### Nets reached from selected ports, run 1

(3 px per um)
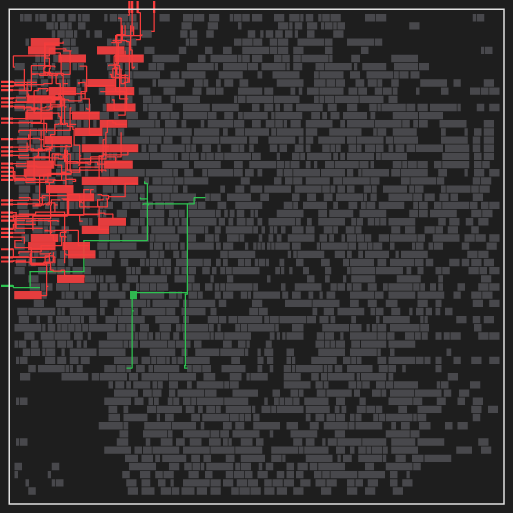
### Gate-type map, run 1

(2 px per um)
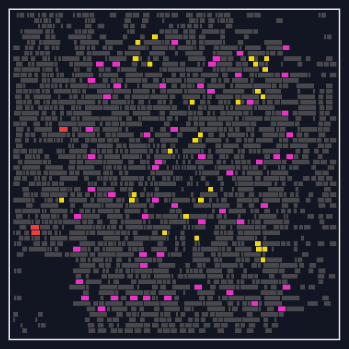
### Wiring by layer, run 1

(2 px per um)
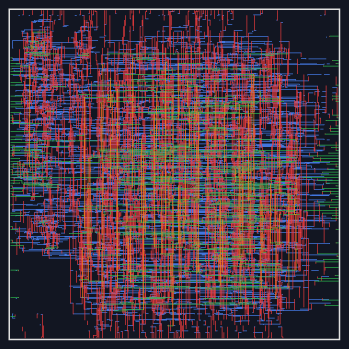
### Register map, names as in the netlist, run 1

(1.5 px per um)
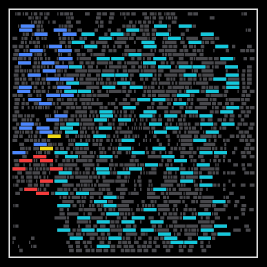
===== config.mk =====
export PLATFORM = sky130hd
export DESIGN_NAME = rng_xorshift_multi
export DESIGN_NICKNAME = d
export VERILOG_FILES = /design/src/rtl/rng_xorshift_multi.sv
export SDC_FILE = /design/constraint.sdc
export NUM_CORES = 1
export LEC_CHECK = 0
export CAP_MARGIN = 20
export CORE_UTILIZATION = 50
export CTS_CLUSTER_SIZE = 12
export DETAILED_ROUTE_END_ITERATION = 7
export GPL_TIMING_DRIVEN = 0
export HOLD_SLACK_MARGIN = 0.15
export PLACE_DENSITY = 0.76
export SKIP_CTS_REPAIR_TIMING = 1
export SYNTH_ARGS = -nofsm -noshare
export SYNTH_HDL_FRONTEND = slang
export SYNTH_SLANG_ARGS = --single-unit

===== constraint.sdc =====
create_clock -name i_clk -period 2.1 [get_ports i_clk]
set_input_delay 0.21 -clock i_clk [delete_from_list [all_inputs] [get_ports i_clk]]
set_output_delay 0.21 -clock i_clk [all_outputs]
set_load 0.005 [all_outputs]

===== src/rtl/rng_xorshift_multi.sv =====
// rtl/rng_xorshift_multi.sv - multi-channel xorshift32 uniform source with warm-up and valid/ready output
module rng_xorshift_multi #(
  parameter int          NUM_CH   = 4,
  parameter int          WARMUP   = 16,
  parameter logic [31:0] SEED_MIX = 32'h9E3779B9
) (
  input  logic                   i_clk,
  input  logic                   i_rst_n,
  input  logic                   i_seed_load,
  input  logic [31:0]            i_seed,
  input  logic                   i_out_ready,
  output logic                   o_out_valid,
  output logic [NUM_CH*32-1:0]   o_out_data,
  output logic                   o_busy,
  output logic [31:0]            o_draws
);

  typedef enum logic [1:0] {
    S_IDLE   = 2'd0,
    S_WARMUP = 2'd1,
    S_RUN    = 2'd2
  } state_t;

  // Counter value loaded with a seed: the warm-up ends on the step taken at count 0.
  localparam logic [7:0] LP_WARM_LAST = (WARMUP > 0) ? 8'(WARMUP - 1) : 8'd0;

  state_t      r_state;
  state_t      w_next_state;
  logic [7:0]  r_cnt;
  logic [31:0] r_draws;
  logic        w_fire;
  logic        w_step;

  // One xorshift32 step (13, 17, 5); shifts drop bits so everything is mod 2^32.
  function automatic logic [31:0] xs_step(input logic [31:0] x);
    logic [31:0] t;
    t = x ^ (x << 13);
    t = t ^ (t >> 17);
    t = t ^ (t << 5);
    return t;
  endfunction

  // A draw is consumed only in RUN; a simultaneous seed load wins and discards it.
  assign w_fire = (r_state == S_RUN) && i_out_ready;
  assign w_step = !i_seed_load && ((r_state == S_WARMUP) || w_fire);

  // State register.
  always_ff @(posedge i_clk or negedge i_rst_n) begin
    if (!i_rst_n) begin
      r_state <= S_IDLE;
    end else begin
      r_state <= w_next_state;
    end
  end

  // Next-state logic: seed load from any state restarts the sequence.
  always_comb begin
    w_next_state = r_state;
    if (i_seed_load) begin
      w_next_state = (WARMUP == 0) ? S_RUN : S_WARMUP;
    end else begin
      case (r_state)
        S_WARMUP: if (r_cnt == 8'd0) w_next_state = S_RUN;
        default:  w_next_state = r_state;
      endcase
    end
  end

  // Outputs decoded from the state alone.
  always_comb begin
    o_out_valid = 1'b0;
    o_busy      = 1'b0;
    case (r_state)
      S_WARMUP: o_busy      = 1'b1;
      S_RUN:    o_out_valid = 1'b1;
      default:  ;
    endcase
  end

  // Warm-up step counter, reloaded on every seed load.
  always_ff @(posedge i_clk or negedge i_rst_n) begin
    if (!i_rst_n) begin
      r_cnt <= 8'd0;
    end else if (i_seed_load) begin
      r_cnt <= LP_WARM_LAST;
    end else if ((r_state == S_WARMUP) && (r_cnt != 8'd0)) begin
      r_cnt <= r_cnt - 8'd1;
    end
  end

  // Accepted-transfer counter; wraps naturally at 2^32.
  always_ff @(posedge i_clk or negedge i_rst_n) begin
    if (!i_rst_n) begin
      r_draws <= 32'd0;
    end else if (i_seed_load) begin
      r_draws <= 32'd0;
    end else if (w_fire) begin
      r_draws <= r_draws + 32'd1;
    end
  end

  assign o_draws = r_draws;

  for (genvar g = 0; g < NUM_CH; g++) begin : g_ch
    localparam logic [31:0] LP_MIX = 32'(g * SEED_MIX);

    logic [31:0] r_x;
    logic [31:0] w_seed_raw;
    logic [31:0] w_seed_ch;

    // A zero state would lock xorshift at zero forever, so it is replaced by 1.
    assign w_seed_raw = i_seed ^ LP_MIX;
    assign w_seed_ch  = (w_seed_raw == 32'd0) ? 32'd1 : w_seed_raw;

    // Channel state: all channels load and step on the same conditions.
    always_ff @(posedge i_clk or negedge i_rst_n) begin
      if (!i_rst_n) begin
        r_x <= 32'd0;
      end else if (i_seed_load) begin
        r_x <= w_seed_ch;
      end else if (w_step) begin
        r_x <= xs_step(r_x);
      end
    end

    // Q8.24 uniform in [0,1): top 24 state bits as the fraction.
    assign o_out_data[32*g +: 32] = {8'h00, r_x[31:8]};
  end

endmodule


==> results.py, run 1 <==
# Generated from Yosys and OpenROAD reports
metrics = {
    "power_and_ir_drop": {
        "switching_share": 0.373,
        "peakVddDrop_uv": 839,
        "p_leak_nw": 7.28,
        "seq_power_mw": 6.33,
        "p_comb_frac": 0.697,
        "maxPowerGroup": "combinational cells",
        "seqPwrFrac": 0.199,
        "p_clk_mw": 3.32,
    },
    "layout": {
        "largest_reg_flops": 128,
        "design_area_um2": 16300,
        "clock_area_frac": 0.0370,
        "clkbuf_count": 17,
        "regMostFlops": "g_ch.r_x",
        "final_cells": 1849,
        "final_util": 0.627,
        "n_all_inverters": 14,
        "n_fill_cell": 2155,
        "comb_share": 0.470,
        "nNonClkBuffers": 419,
        "mi_logic_area_um2": 7660,
    },
    "timing": {
        "layout_setup_ws_ns": -0.0984,
        "drv_slew": 0,
        "max_freq_ghz": 0.455,
        "rsz0062_at_grt": "true",
        "hold_slack_ns": 0.362,
        "setup_viol": 10,
        "timing.final.crit_share": 1.05,
        "fin_worst_skew_ns": 0.0126,
        "hold_violations": 0,
    },
    "yosys": {
        "ys_sh_simple": 0.120,
        "edf_count": 0,
        "ys_sh_aoi": 0.111,
        "postSynthCellCount": 1268,
        "ys_sh_xor": 0.290,
        "synth_seq_share": 0.323,
        "synth_top_flop_cell": "dfrtp_1",
        "mux_area_frac": 0.0449,
        "most_common_cell": "dfrtp_1",
    },
    "route": {
        "vias_per_cell": 6.04,
        "drc": 0,
        "postRouteAntennaNets": 0,
        "wl_per_cell_um": 24.5,
        "wl_met2_um": 20000,
        "wl_um": 45300,
        "highest_layer": "met4",
    },
    "setup_path": {
        "worstSetupEndpoint": "g_ch[0].r_x[18]$_DFFE_PN0P_",
        "crit_path_frequent_cell": "clkbuf_1",
        "cp-startpoint": "i_seed_load",
        "critPathKind": "in -> reg",
        "cp_slowest_cell": "clkbuf_1",
        "worst-path-stages": 5,
        "worst-r2r-cell-count": 5,
        "required_ns": 2.37,
        "slowest_delay_ns": 0.70,
        "reg2reg_to": "g_ch[1].r_x[26]$_DFFE_PN0P_",
        "rr_startpoint": "r_state[0]$_DFFE_PN0P_",
    },
    "floorplan": {
        "chip_area_um2": 27000,
        "rows": 59,
        "ios": 198,
        "nWellTaps": 335,
    },
    "placement": {
        "placed_cells": 1800,
        "place_area_um2": 15400,
        "place.detailed.hpwl_um": 31900,
        "portBuffers": 165,
    },
    "grt": {
        "grt_pass1_vias": 10556,
        "antenna_found_initial": 2,
        "grt.overflow.total": 0,
        "grt_max_degree": 89,
        "grt_util_met2": 0.515,
        "top_usage_layer": "met2",
    },
    "outcome": {
        "violations": "negative setup slack",
        "status": "finished, violations left",
    },
    "min_path": {
        "worstHoldPathType": "in -> async",
    },
    "run": {
        "cap_violations": 0,
    },
}
Notes on 'Nets reached from selected ports' above:
legend:
  green:
    port: o_busy
    bits: 1
    direction: output
    end_cells: 1
    buffers: 2
    wire: 211 um
  red:
    port: o_draws
    bits: 32
    direction: output
    end_cells: 32
    buffers: 41
    wire: 1780 um

Notes on 'Gate-type map' above:
legend:
  yellow:
    family: AND-OR and OR-AND gates
    cells: 27
  magenta:
    family: multiplexers
    cells: 55
  red:
    family: adder and majority cells
    cells: 3

Notes on 'Wiring by layer' above:
legend:
  green:
    layer: metal 3
    wire_length: 5180 um
  blue:
    layer: metal 1
    wire_length: 17500 um
  red:
    layer: metal 2
    wire_length: 20.0 mm
  orange:
    layer: metal 4
    wire_length: 2570 um

Notes on 'Register map, names as in the netlist' above:
legend:
  yellow:
    name_in_the_netlist: r_state
    flops: 2
  blue:
    name_in_the_netlist: o_draws
    flops: 32
  red:
    name_in_the_netlist: r_cnt
    flops: 8
  cyan:
    name_in_the_netlist: g_ch.r_x
    flops: 128

### Clock nets, run 1

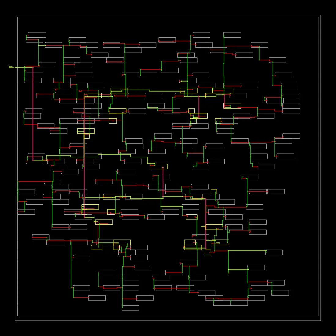

==> run 2: changes to the inputs <==
--- a/config.mk
+++ b/config.mk
@@ -16,3 +16,4 @@
 export SYNTH_ARGS = -nofsm -noshare
 export SYNTH_HDL_FRONTEND = slang
 export SYNTH_SLANG_ARGS = --single-unit
+export TNS_END_PERCENT = 30
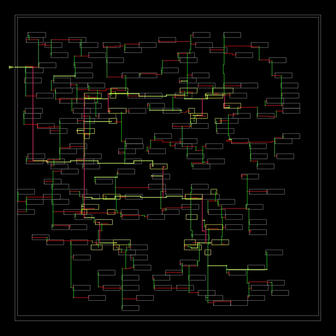
*Clock nets, run 2*
number of CTS-inserted buffers: 17
FF+latch count: 170
Fin Clk Skew: 0.0136 ns

==> run 2 against run 1 <==
  * The run still ends with negative setup slack left
  * First-iteration DRC count shrank 1.9%
  * Sequential power is essentially flat
  * Combinational power is essentially flat
  * Total power is essentially flat
  * Core utilization shrank 0.52 points
  * Routed wire length shrank 0.81%
  * Sequential share of layout area grew 0.21 points
  * Die size is the same
  * Clock power is essentially flat
  * Synthesized cell count is the same
  * Critical path type is now reg -> reg
  * Largest power group unchanged
==> results.py, run 2 <==
# Generated from Yosys and OpenROAD reports
metrics = {
    "floorplan": {
        "ios": 198,
        "rows": 59,
        "chip_area_um2": 27000,
        "die_h_um": 164,
        "nWellTaps": 335,
    },
    "power_and_ir_drop": {
        "maxPowerGroup": "combinational cells",
        "clockPowerShare": 0.104,
        "switching_power_mw": 11.8,
        "p_clk_mw": 3.31,
        "switching_share": 0.373,
        "seq_power_mw": 6.32,
        "seqPwrFrac": 0.199,
        "cellPowerDensity_nw_per_um2": 1970,
        "p_comb_frac": 0.697,
        "p_comb_mw": 22.1,
        "p_leak_nw": 7.18,
        "peakVddDrop_uv": 845,
    },
    "route": {
        "wl_met2_um": 19900,
        "wl_um": 45000,
        "drc": 0,
        "postRouteAntennaNets": 0,
        "highest_layer": "met4",
        "wl_per_cell_um": 24.5,
        "first_pass_iters": 6,
        "vias_per_cell": 6.08,
    },
    "layout": {
        "design_area_um2": 16100,
        "flop_area_um2": 4260,
        "final_cell_mix": "dfrtp_1, clkdlybuf4s50_1, buf_4, xnor2_1, a21oi_1",
        "n_all_inverters": 14,
        "regMostFlops": "g_ch.r_x",
        "clock_area_frac": 0.0373,
        "antenna_cells": 1,
        "nonClkBufAreaFrac": 0.195,
        "seq-cell-share": 0.264,
        "clkbuf_count": 17,
        "largest_reg_flops": 128,
        "comb_share": 0.474,
        "nNonClkBuffers": 404,
        "final_cells": 1835,
        "final_util": 0.621,
        "fin_nets": 1525,
        "num-multi-input-gates": 879,
        "n_fill_cell": 2176,
        "mi_logic_area_um2": 7650,
    },
    "yosys": {
        "ys_sh_xor": 0.290,
        "ys_sh_aoi": 0.111,
        "common_cells": "dfrtp_1, buf_4, xnor2_1",
        "synth_area_um2": 13200,
        "most_common_cell": "dfrtp_1",
        "yosysWarnings": 0,
        "area_leaders": "dfrtp_1, xnor3_1, xnor2_1, buf_4, xor2_1",
        "edf_count": 0,
        "ys_sh_simple": 0.120,
        "synth_top_flop_cell": "dfrtp_1",
        "topCombFamilyByArea": "XOR/XNOR gates",
        "postSynthCellCount": 1268,
        "synth_seq_share": 0.323,
        "mux_area_frac": 0.0449,
    },
    "setup_path": {
        "required_ns": 2.42,
        "reg2reg_to": "g_ch[1].r_x[12]$_DFFE_PN0P_",
        "cp_slowest_cell": "clkbuf_1",
        "slowest_delay_ns": 0.53,
        "path_delay_family": "simple AND/OR/NAND/NOR gates",
        "worst-path-stages": 5,
        "worstSetupEndpoint": "g_ch[1].r_x[12]$_DFFE_PN0P_",
        "worst-r2r-cell-count": 5,
        "critPathKind": "reg -> reg",
        "rr_startpoint": "r_state[0]$_DFFE_PN0P_",
        "path_max_fanout": 10,
        "cp-startpoint": "r_state[0]$_DFFE_PN0P_",
        "critical_path_arrival_ns": 2.54,
    },
    "timing": {
        "period_minus_slack_ns": 2.21,
        "rsz0062_at_grt": "true",
        "max_freq_ghz": 0.452,
        "tightestPinTransition_ns": 0.908,
        "slew_headroom": 0.394,
        "drv_slew": 0,
        "hold_violations": 0,
        "layout_setup_ws_ns": -0.114,
        "setup_viol": 21,
        "hold_slack_ns": 0.361,
        "timing.final.crit_share": 1.05,
    },
    "grt": {
        "grt_max_degree": 89,
        "grt_pass1_vias": 10556,
        "grt_util_met2": 0.515,
        "grt.total_usage": 0.340,
        "antenna_found_initial": 2,
        "grt.overflow.total": 0,
        "top_usage_layer": "met2",
    },
    "outcome": {
        "status": "finished, violations left",
        "violations": "negative setup slack",
    },
    "min_path": {
        "worstHoldPathType": "in -> async",
    },
    "placement": {
        "placed_cells": 1800,
        "place_congestion": 0.973,
        "portBuffers": 165,
        "place.detailed.hpwl_um": 31900,
        "place_area_um2": 15400,
    },
    "run": {
        "cap_violations": 0,
    },
}
==> run 3: changes to the inputs <==
--- a/config.mk
+++ b/config.mk
@@ -5,7 +5,7 @@
 export SDC_FILE = /design/constraint.sdc
 export NUM_CORES = 1
 export LEC_CHECK = 0
-export CAP_MARGIN = 20
+export CAP_MARGIN = 15
 export CORE_UTILIZATION = 50
 export CTS_CLUSTER_SIZE = 12
 export DETAILED_ROUTE_END_ITERATION = 7
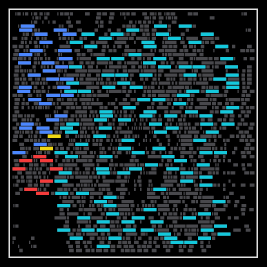
*Register map, names as in the netlist, run 3*
(1.5 px per um)
legend:
  red:
    name_in_the_netlist: r_cnt
    flops: 8
  blue:
    name_in_the_netlist: o_draws
    flops: 32
  cyan:
    name_in_the_netlist: g_ch.r_x
    flops: 128
  yellow:
    name_in_the_netlist: r_state
    flops: 2

==> run 3 against run 2 <==
  * The flow still finishes with violations (negative setup slack)
  * Combinational power hardly changed
  * Synthesized cell count is the same
  * Register-to-register slack about the same
  * Hold slack unchanged
  * Sequential cell count unchanged
  * Total power is the same
  * Largest cell class unchanged
  * Largest power group unchanged
==> results.py, run 3 <==
# Generated from Yosys and OpenROAD reports
metrics = {
    "outcome": {
        "status": "finished, violations left",
        "violations": "negative setup slack",
    },
    "setup_path": {
        "cp-startpoint": "r_state[0]$_DFFE_PN0P_",
        "cp_slowest_cell": "clkbuf_1",
        "start_kind": "flop",
        "path_max_fanout": 10,
        "worst-path-stages": 5,
        "critical_path_arrival_ns": 2.54,
        "required_ns": 2.42,
        "worst-r2r-cell-count": 5,
        "rr_startpoint": "r_state[0]$_DFFE_PN0P_",
        "crit_buf_inv": 1,
        "critPathKind": "reg -> reg",
        "endpoint_kind": "flop",
        "slowest_delay_ns": 0.53,
        "path_delay_family": "simple AND/OR/NAND/NOR gates",
        "worstSetupEndpoint": "g_ch[1].r_x[12]$_DFFE_PN0P_",
        "reg2reg_to": "g_ch[1].r_x[12]$_DFFE_PN0P_",
    },
    "timing": {
        "layout_setup_ws_ns": -0.114,
        "max_freq_ghz": 0.452,
        "fin_worst_skew_ns": 0.0136,
        "hold_violations": 0,
        "hold_slack_ns": 0.361,
        "tightestPinTransition_ns": 0.908,
        "setup_viol": 21,
        "period_minus_slack_ns": 2.21,
        "timing.final.crit_share": 1.05,
        "rsz0062_at_grt": "true",
        "slew_headroom": 0.394,
        "drv_slew": 0,
    },
    "yosys": {
        "ys_sh_xor": 0.290,
        "ys_types": 52,
        "synth_top_area_share": 0.323,
        "ys_sh_aoi": 0.111,
        "edf_count": 0,
        "postSynthCellCount": 1268,
        "synth_top_flop_cell": "dfrtp_1",
        "synth_seq_share": 0.323,
        "yosysWarnings": 0,
        "topCombFamilyByArea": "XOR/XNOR gates",
        "ys_sh_simple": 0.120,
        "yosys.area.top_type": "dfrtp_1",
        "mux_area_frac": 0.0449,
        "common_cells": "dfrtp_1, buf_4, xnor2_1",
        "yosys-stat-area_um2": 13200,
        "most_common_cell": "dfrtp_1",
        "synth_area_um2": 13200,
        "area_leaders": "dfrtp_1, xnor3_1, xnor2_1, buf_4, xor2_1",
        "synthAdderAreaFrac": 0.00285,
        "synthArstFlopShare": 1.00,
        "synth.avg_cell_area_um2": 10.4,
    },
    "power_and_ir_drop": {
        "cellPowerDensity_nw_per_um2": 1970,
        "intPower_mw": 19.9,
        "switching_power_mw": 11.8,
        "clockPowerShare": 0.104,
        "p_leak_nw": 7.18,
        "switching_share": 0.373,
        "peakVddDrop_uv": 845,
        "p_total_mw": 31.8,
        "p_comb_frac": 0.697,
        "seq_power_mw": 6.32,
        "seqPwrFrac": 0.199,
        "maxPowerGroup": "combinational cells",
        "p_clk_mw": 3.31,
        "p_comb_mw": 22.1,
    },
    "layout": {
        "num-multi-input-gates": 879,
        "lay_top_count": "dfrtp_1",
        "flop_area_um2": 4260,
        "clkbuf_count": 17,
        "n_fill_cell": 2176,
        "antenna_cells": 1,
        "comb_share": 0.474,
        "n_all_inverters": 14,
        "nNonClkBuffers": 404,
        "drive_gt1_frac": 0.165,
        "clock_area_frac": 0.0373,
        "seq-cell-share": 0.264,
        "final_cells": 1835,
        "largest_cell_class": "combinational gates",
        "final_util": 0.621,
        "final_cell_mix": "dfrtp_1, clkdlybuf4s50_1, buf_4, xnor2_1, a21oi_1",
        "nonClkBufAreaFrac": 0.195,
        "mi_logic_area_um2": 7650,
        "ff_count": 170,
        "design_area_um2": 16100,
        "fin_nets": 1525,
        "largest_reg_flops": 128,
        "regMostFlops": "g_ch.r_x",
    },
    "route": {
        "route.met3.wl_um": 5280,
        "wl_met2_um": 19900,
        "postRouteAntennaNets": 0,
        "wl_um": 45000,
        "highest_layer": "met4",
        "vias_per_cell": 6.08,
        "first_pass_iters": 6,
        "wl_per_cell_um": 24.5,
        "wl_met1_um": 17200,
        "num_vias": 11163,
        "drc": 0,
    },
    "floorplan": {
        "fp_util": 0.508,
        "fp.dieW_um": 164,
        "chip_area_um2": 27000,
        "ios": 198,
        "nWellTaps": 335,
        "die_h_um": 164,
        "rows": 59,
    },
    "cts": {
        "htree_num_levels": 4,
        "tritoncts": "built",
        "cts_max_path_buffers": 2,
        "clk_pin_slew_ns": 0.08,
        "cts_buffers": 17,
        "root_buffer": "clkbuf_16",
        "worstSkewPairLatency_ns": 0.45,
    },
    "placement": {
        "pre_cts_ws_ns": -0.901,
        "place_area_um2": 15400,
        "portBuffers": 165,
        "place_congestion": 0.973,
        "place.detailed.hpwl_um": 31900,
        "placed_cells": 1800,
    },
    "grt": {
        "grt_max_degree": 89,
        "grt.total_usage": 0.340,
        "grt_util_met2": 0.515,
        "grt.overflow.total": 0,
        "top_usage_layer": "met2",
        "gr-usage-met3": 0.0776,
        "antenna_found_initial": 2,
        "grt_first_pass_wirelength_um": 66200,
        "grt_pass1_vias": 10556,
    },
    "run": {
        "log.warning_count": 28,
        "cap_violations": 0,
    },
    "min_path": {
        "worstHoldPathType": "in -> async",
    },
}
No activity file was given, so power comes from the tool's default toggle rates.
